--- config.mk ---
export PLATFORM = sky130hd
export DESIGN_NAME = kyber_zeta_stream_flat
export DESIGN_NICKNAME = d
export VERILOG_FILES = /design/src/rtl/kyber_zeta_stream_if.sv /design/src/rtl/kyber_zeta_stream.sv /design/src/flat_wrapper.sv
export SDC_FILE = /design/constraint.sdc
export NUM_CORES = 1
export LEC_CHECK = 0
export CAP_MARGIN = 20
export CORE_MARGIN = 3
export CORE_UTILIZATION = 65
export CTS_BUF_LIST = sky130_fd_sc_hd__clkbuf_4
export CTS_CLUSTER_SIZE = 25
export DETAILED_ROUTE_END_ITERATION = 12
export PLACE_DENSITY = 0.84
export SLEW_MARGIN = 20
export SYNTH_ARGS = -nofsm -noshare
export SYNTH_HDL_FRONTEND = slang
export SYNTH_SLANG_ARGS = --single-unit
--- constraint.sdc ---
create_clock -name clk -period 4.3 [get_ports clk]
set_input_delay 0.645 -clock clk [delete_from_list [all_inputs] [get_ports clk]]
set_output_delay 0.645 -clock clk [all_outputs]
set_load 0.01 [all_outputs]
--- src/rtl/kyber_zeta_stream_if.sv ---
// Handshake bundle between the NTT controller and kyber_zeta_stream.
// The raw lookup signals (and LOG_N) exist only when ZETA_RAW_PORT_EN is defined.
interface kyber_zeta_stream_if #(
  parameter int DATA_W = 12,
  parameter int LAYERS = 7
`ifdef ZETA_RAW_PORT_EN
  , parameter int LOG_N = 8
`endif
);
  logic              i_start;
  logic              i_inv;
  logic              i_abort;
  logic              i_ready;
  logic              o_valid;
  logic [DATA_W-1:0] o_zeta;
  logic [LAYERS-1:0] o_k;
  logic [2:0]        o_layer;
  logic              o_last;
  logic              o_busy;
  logic              o_done;
`ifdef ZETA_RAW_PORT_EN
  logic              i_raw_req;
  logic [LOG_N-1:0]  i_raw_addr;
  logic              o_raw_valid;
  logic [DATA_W-1:0] o_raw_zeta;
  logic              o_raw_err;
`endif

  modport master (
    output i_start, i_inv, i_abort, i_ready,
`ifdef ZETA_RAW_PORT_EN
    output i_raw_req, i_raw_addr,
    input  o_raw_valid, o_raw_zeta, o_raw_err,
`endif
    input  o_valid, o_zeta, o_k, o_layer, o_last, o_busy, o_done
  );

  modport slave (
    input  i_start, i_inv, i_abort, i_ready,
`ifdef ZETA_RAW_PORT_EN
    input  i_raw_req, i_raw_addr,
    output o_raw_valid, o_raw_zeta, o_raw_err,
`endif
    output o_valid, o_zeta, o_k, o_layer, o_last, o_busy, o_done
  );
endinterface

--- src/rtl/kyber_zeta_stream.sv ---
// Twiddle-factor server: walks the NTT/INTT butterfly schedule and streams ROOT^i mod Q per beat.
// Optional raw table lookup port enabled by ZETA_RAW_PORT_EN.
module kyber_zeta_stream #(
  parameter int DATA_W = 12,
  parameter int Q      = 3329,
  parameter int ROOT   = 17,
  parameter int LOG_N  = 8,
  parameter int LAYERS = 7,
  parameter int LANES  = 1
) (
  input logic clk,
  input logic reset,
  kyber_zeta_stream_if.slave bus
);
  localparam int N         = 2 ** LOG_N;
  localparam int GRP_SHIFT = LOG_N - 1 - $clog2(LANES);

  typedef enum logic [1:0] {IDLE, RUN, DRAIN} state_t;

  typedef struct packed {
    logic [DATA_W-1:0] zeta;
    logic [LAYERS-1:0] k;
    logic [2:0]        layer;
    logic              last;
  } beat_t;

  function automatic logic [DATA_W-1:0] zeta_pow(input int unsigned e);
    longint p;
    p = 1;
    for (int unsigned i = 0; i < e; i++) p = (p * ROOT) % Q;
    return DATA_W'(p);
  endfunction

  logic [DATA_W-1:0] rom [N];
  for (genvar gi = 0; gi < N; gi++) begin : g_rom
    assign rom[gi] = zeta_pow(gi);
  end

  state_t            state_q, state_d;
  logic              inv_q, inv_d;
  logic [2:0]        l_q, l_d;
  logic [LAYERS-1:0] g_q, g_d;
  logic [LOG_N-1:0]  b_q, b_d;
  logic              s1_valid_q, s1_valid_d;
  logic [LOG_N-1:0]  s1_addr_q, s1_addr_d;
  logic [LAYERS-1:0] s1_k_q, s1_k_d;
  logic [2:0]        s1_l_q, s1_l_d;
  logic              s1_last_q, s1_last_d;
  logic              out_valid_q, out_valid_d;
  logic              sk_valid_q, sk_valid_d;
  beat_t             out_q, out_d, sk_q, sk_d, incoming;
  logic              busy_q, busy_d, done_q, done_d;

  logic [LAYERS-1:0] cur_k, rev;
  logic [LOG_N-1:0]  cur_addr;
  logic              grp_end, lay_end, fin_l, cur_last, pop, issue;
  logic [1:0]        occ;
  logic [DATA_W-1:0] rom_rd;

  always_comb begin
    cur_k = inv_q ? ((LAYERS'(2) << l_q) - LAYERS'(1) - g_q) : ((LAYERS'(1) << l_q) + g_q);
    rev = '0;
    for (int unsigned i = 0; i < LAYERS; i++) rev[i] = cur_k[LAYERS-1-i];
    cur_addr = inv_q ? (LOG_N'(0) - LOG_N'(rev)) : LOG_N'(rev);
    grp_end  = b_q == ((LOG_N'(1) << (8'(GRP_SHIFT) - 8'(l_q))) - LOG_N'(1));
    lay_end  = g_q == ((LAYERS'(1) << l_q) - LAYERS'(1));
    fin_l    = inv_q ? (l_q == '0) : (l_q == 3'(LAYERS - 1));
    cur_last = grp_end && lay_end && fin_l;
    pop      = out_valid_q && bus.i_ready;
    // Issue only if the beat can still land in the 2-entry buffer, counting the one already in stage 1.
    occ      = 2'(out_valid_q) + 2'(sk_valid_q) + 2'(s1_valid_q);
    issue    = (state_q == RUN) && (occ <= 2'(pop) + 2'd1);
    rom_rd   = rom[s1_addr_q];
    incoming = '{zeta: rom_rd, k: s1_k_q, layer: s1_l_q, last: s1_last_q};
  end

  always_comb begin
    state_d     = state_q;
    inv_d       = inv_q;
    l_d         = l_q;
    g_d         = g_q;
    b_d         = b_q;
    s1_valid_d  = issue;
    s1_addr_d   = s1_addr_q;
    s1_k_d      = s1_k_q;
    s1_l_d      = s1_l_q;
    s1_last_d   = s1_last_q;
    out_valid_d = out_valid_q;
    out_d       = out_q;
    sk_valid_d  = sk_valid_q;
    sk_d        = sk_q;
    busy_d      = busy_q;
    done_d      = 1'b0;

    if (issue) begin
      s1_addr_d = cur_addr;
      s1_k_d    = cur_k;
      s1_l_d    = l_q;
      s1_last_d = cur_last;
      if (cur_last) begin
        state_d = DRAIN;
      end else if (!grp_end) begin
        b_d = b_q + LOG_N'(1);
      end else begin
        b_d = '0;
        if (!lay_end) begin
          g_d = g_q + LAYERS'(1);
        end else begin
          g_d = '0;
          l_d = inv_q ? l_q - 3'd1 : l_q + 3'd1;
        end
      end
    end

    if ((pop && !sk_valid_q) || !out_valid_q) begin
      out_valid_d = s1_valid_q;
      if (s1_valid_q) out_d = incoming;
    end else if (pop) begin
      out_d      = sk_q;
      sk_valid_d = s1_valid_q;
      if (s1_valid_q) sk_d = incoming;
    end else if (s1_valid_q) begin
      sk_valid_d = 1'b1;
      sk_d       = incoming;
    end

    if (state_q == IDLE && bus.i_start) begin
      state_d = RUN;
      inv_d   = bus.i_inv;
      l_d     = bus.i_inv ? 3'(LAYERS - 1) : '0;
      g_d     = '0;
      b_d     = '0;
      busy_d  = 1'b1;
    end else if (state_q == DRAIN && pop && out_q.last) begin
      state_d = IDLE;
      busy_d  = 1'b0;
      done_d  = 1'b1;
    end

    if (bus.i_abort) begin
      state_d     = IDLE;
      s1_valid_d  = 1'b0;
      out_valid_d = 1'b0;
      sk_valid_d  = 1'b0;
      busy_d      = 1'b0;
      done_d      = 1'b0;
    end
  end

`ifdef ZETA_RAW_PORT_EN
  logic              raw_s1_q, raw_s1_d;
  logic [LOG_N-1:0]  raw_addr_q, raw_addr_d;
  logic              raw_valid_q, raw_valid_d, raw_err_q, raw_err_d;
  logic [DATA_W-1:0] raw_zeta_q, raw_zeta_d;

  always_comb begin
    raw_s1_d    = bus.i_raw_req && (state_q == IDLE);
    raw_addr_d  = raw_s1_d ? bus.i_raw_addr : raw_addr_q;
    raw_valid_d = raw_s1_q;
    raw_zeta_d  = raw_s1_q ? rom[raw_addr_q] : raw_zeta_q;
    raw_err_d   = bus.i_raw_req && (state_q != IDLE);
  end

  assign bus.o_raw_valid = raw_valid_q;
  assign bus.o_raw_zeta  = raw_zeta_q;
  assign bus.o_raw_err   = raw_err_q;
`endif

  always_ff @(posedge clk or posedge reset) begin
    if (reset) begin
      state_q     <= IDLE;
      inv_q       <= 1'b0;
      l_q         <= '0;
      g_q         <= '0;
      b_q         <= '0;
      s1_valid_q  <= 1'b0;
      s1_addr_q   <= '0;
      s1_k_q      <= '0;
      s1_l_q      <= '0;
      s1_last_q   <= 1'b0;
      out_valid_q <= 1'b0;
      out_q       <= '0;
      sk_valid_q  <= 1'b0;
      sk_q        <= '0;
      busy_q      <= 1'b0;
      done_q      <= 1'b0;
`ifdef ZETA_RAW_PORT_EN
      raw_s1_q    <= 1'b0;
      raw_addr_q  <= '0;
      raw_valid_q <= 1'b0;
      raw_zeta_q  <= '0;
      raw_err_q   <= 1'b0;
`endif
    end else begin
      state_q     <= state_d;
      inv_q       <= inv_d;
      l_q         <= l_d;
      g_q         <= g_d;
      b_q         <= b_d;
      s1_valid_q  <= s1_valid_d;
      s1_addr_q   <= s1_addr_d;
      s1_k_q      <= s1_k_d;
      s1_l_q      <= s1_l_d;
      s1_last_q   <= s1_last_d;
      out_valid_q <= out_valid_d;
      out_q       <= out_d;
      sk_valid_q  <= sk_valid_d;
      sk_q        <= sk_d;
      busy_q      <= busy_d;
      done_q      <= done_d;
`ifdef ZETA_RAW_PORT_EN
      raw_s1_q    <= raw_s1_d;
      raw_addr_q  <= raw_addr_d;
      raw_valid_q <= raw_valid_d;
      raw_zeta_q  <= raw_zeta_d;
      raw_err_q   <= raw_err_d;
`endif
    end
  end

  assign bus.o_valid = out_valid_q;
  assign bus.o_zeta  = out_q.zeta;
  assign bus.o_k     = out_q.k;
  assign bus.o_layer = out_q.layer;
  assign bus.o_last  = out_q.last;
  assign bus.o_busy  = busy_q;
  assign bus.o_done  = done_q;
endmodule

--- src/flat_wrapper.sv ---
// flat-port wrapper written by rule: the top's interface ports become plain ports
module kyber_zeta_stream_flat 
#(
  parameter int DATA_W = 12,
  parameter int Q      = 3329,
  parameter int ROOT   = 17,
  parameter int LOG_N  = 8,
  parameter int LAYERS = 7,
  parameter int LANES  = 1
)
  (clk, reset, bus_i_start, bus_i_inv, bus_i_abort, bus_i_ready, bus_o_valid, bus_o_zeta, bus_o_k, bus_o_layer, bus_o_last, bus_o_busy, bus_o_done);
  kyber_zeta_stream_if #(.DATA_W(DATA_W), .LAYERS(LAYERS)) bus_i ();
  input logic clk;
  input logic reset;
  input wire logic [$bits(bus_i.i_start)-1:0] bus_i_start;
  input wire logic [$bits(bus_i.i_inv)-1:0] bus_i_inv;
  input wire logic [$bits(bus_i.i_abort)-1:0] bus_i_abort;
  input wire logic [$bits(bus_i.i_ready)-1:0] bus_i_ready;
  output wire logic [$bits(bus_i.o_valid)-1:0] bus_o_valid;
  output wire logic [$bits(bus_i.o_zeta)-1:0] bus_o_zeta;
  output wire logic [$bits(bus_i.o_k)-1:0] bus_o_k;
  output wire logic [$bits(bus_i.o_layer)-1:0] bus_o_layer;
  output wire logic [$bits(bus_i.o_last)-1:0] bus_o_last;
  output wire logic [$bits(bus_i.o_busy)-1:0] bus_o_busy;
  output wire logic [$bits(bus_i.o_done)-1:0] bus_o_done;
  assign bus_i.i_start = bus_i_start;
  assign bus_i.i_inv = bus_i_inv;
  assign bus_i.i_abort = bus_i_abort;
  assign bus_i.i_ready = bus_i_ready;
  assign bus_o_valid = bus_i.o_valid;
  assign bus_o_zeta = bus_i.o_zeta;
  assign bus_o_k = bus_i.o_k;
  assign bus_o_layer = bus_i.o_layer;
  assign bus_o_last = bus_i.o_last;
  assign bus_o_busy = bus_i.o_busy;
  assign bus_o_done = bus_i.o_done;
  kyber_zeta_stream #(.DATA_W(DATA_W), .Q(Q), .ROOT(ROOT), .LOG_N(LOG_N), .LAYERS(LAYERS), .LANES(LANES)) u_core (.clk(clk), .reset(reset), .bus(bus_i));
endmodule
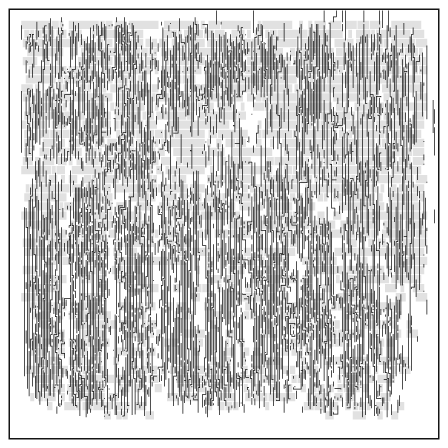
**Above:** metal 2.
Cells faint in the background.
The layer carries 15100 um of wire. The wires run mostly vertical. The layer holds 41% of the routed length. The longest straight run is 50.5 um. 1052 nets have wire on it.
GR Util met2: 0.6157
via count: 10940
Detailed Route WL: 37070 um

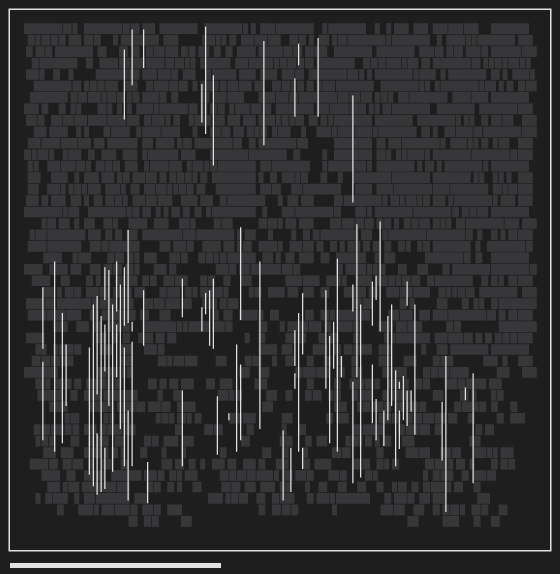
**Above:** M4 wires.
Bar = 50 um. Cells faint in the background.
The wires run mostly vertical. 69 nets have wire on it. The layer carries 1530 um of wire. The layer holds 4.1% of the routed length.

==> results.cfg <==
; physical design summary
[run_status]
status = complete, no violations

[hold_path]
hp-start = u_core.sk_q[19]
hp-class = register to register

[timing]
finalCritPeriodShare = 0.9183
holdWs_ns = 0.4920
maxSlewViolCount = 0
timing.clock.skew_ns = 0.02814
rsz0062_at_grt = false

[place]
gp_congestion = 1.097
placed_cells = 1407
io_buffers = 31

[cts]
clock-sinks = 90
htree_levels = 3
ctsHoldBuffers = 0
cts_tree = built
clk_pin_slew_ns = 0.16

[detailed_routing]
antenna_left = 0
drc_errors = 0
post_drt_wl_per_cell_um = 26.03
route.met3.wl_um = 6012
viasPerCell = 7.685

[cells_and_area]
finalInstanceArea_um2 = 10180
lay_top_cells = nand2_1, o21ai_0, a21oi_1, dfrtp_1, nor2_1
final-instance-count-excl-fill = 1424

[floorplan]
fp_util = 0.6654
ioPinCount = 32
coreArea_um2 = 14590
fp-row-count = 44
die_area_um2 = 16440

[synth]
synthCells = 1276
synth-area-yosys_um2 = 9707
ys_cells = 1276

[worst_setup_path]
crit_fanout = 17
crit_end = u_core.s1_addr_q[4]
crit_path_start_kind = register
worst-r2r-cell-count = 14
startpoint = u_core.l_q[0]

[run]
warnings = 43

[grt]
track_usage = 0.4444
grt_max_degree = 72

[power_and_ir_drop]
p_leak_nw = 4.016
power_density_nw_per_um2 = 666.8
==> through the flow <==
stage	setup WS [ns]	util
global placement	0.6405	0.6891
detailed placement	0.4789	0.6891
CTS	0.4079	0.6979
global route	0.06138	0.6979
finish	0.3514	0.6980
floorplan	0.8781	-
==> state kept, by name (all words and copies together) (netlist names), 2 cells and up <==
| signal | count |
|---|---|
| u_core.s1_addr_q | 8 |
| u_core.state_q | 2 |
| u_core.bus.o_layer | 3 |
| u_core.l_q | 3 |
| u_core.b_q | 8 |
| u_core.sk_q | 23 |
| u_core.s1_k_q | 6 |
| u_core.bus.o_zeta | 12 |
| u_core.s1_l_q | 3 |
| u_core.g_q | 7 |
| u_core.bus.o_k | 7 |
==> cells in the mapped netlist, types with 10 or more instances <==
cell        n  share of area
o221ai_1   12          0.011
o21ai_0   111          0.057
dfrtp_1    90           0.23
mux2_2     17          0.020
a21oi_1    86          0.044
o211ai_1   23          0.018
and3_1     17          0.011
mux4_2     10          0.023
nor2_1     76          0.029
mux2i_1    18          0.019
or3_1      18          0.012
a211oi_1   22          0.017
nand2b_1   35          0.023
buf_2      25          0.013
o311ai_0   18          0.016
a31oi_1    39          0.025
a311oi_1   13          0.012
and2_1     12         0.0077
clkbuf_1   79          0.031
ha_1       35          0.045
nand3_1    40          0.021
inv_1      32          0.012
o21ai_1    12         0.0062
xnor2_1    17          0.015
nand2_1   135          0.052
buf_1      13         0.0050
nor2b_1    26          0.017
nor3_1     36          0.019
==> report_power, final <==
part / switching (mW) / total, mW / internal (mW)
registers: 0.338 / 1.38 / 1.04
clock network: 0.328 / 0.458 / 0.131
logic: 3.16 / 4.95 / 1.79
==> worst register-to-register path, cell delays in order (launching register included) <==
cell      delay [ns]
dfrtp_1         0.76
nor2b_1         0.32
nand2_1         0.15
inv_1           0.15
ha_1            0.25
a21o_1          0.18
maj3_1          0.38
a21oi_1         0.27
nand3_1         0.12
o311ai_1        0.19
inv_2           0.12
ha_1            0.28
a31oi_1         0.17
mux2_2          0.35
o21ai_0         0.17
==> routing by layer <==
metal  vias to the layer above  track usage
met1                      5104       0.6366
li1                       4684            -
met2                       973       0.6157
met4                         0       0.1429
met5                         -            0
met3                       182       0.1688
==> worst min path at each step <==
stage | endpoint | cells after the start | slack (ns)
2_1_floorplan | u_core.sk_q[11] | 2 | 0.44
3_3_place_gp | u_core.sk_q[16] | 2 | 0.45
3_5_place_dp | u_core.sk_q[16] | 2 | 0.46
4_1_cts | u_core.sk_q[19] | 2 | 0.50
5_1_grt | u_core.sk_q[19] | 2 | 0.52
6_report | u_core.sk_q[19] | 2 | 0.49
==> cells by family after synthesis <==
| group | share of synthesized area |
|---|---|
| compound gates | 0.3104 |
| fa+ha+maj | 0.05659 |
| buf+inv | 0.06896 |
| flops | 0.2320 |
| mux | 0.06264 |
| xor+xnor | 0.02165 |
| simple gates | 0.2477 |
==> cell type report <==
class / count / area (um2)
well taps: 184 / 230.2
repair buffers: 70 / 628.1
multi-input cells: 1025 / 6789
clock buffers: 9 / 67.56
inverters: 38 / 143.9
fillers: 1209 / 4405
diodes: 1 / 2.502
flip-flops and latches: 90 / 2262
clock inverters: 7 / 60.06
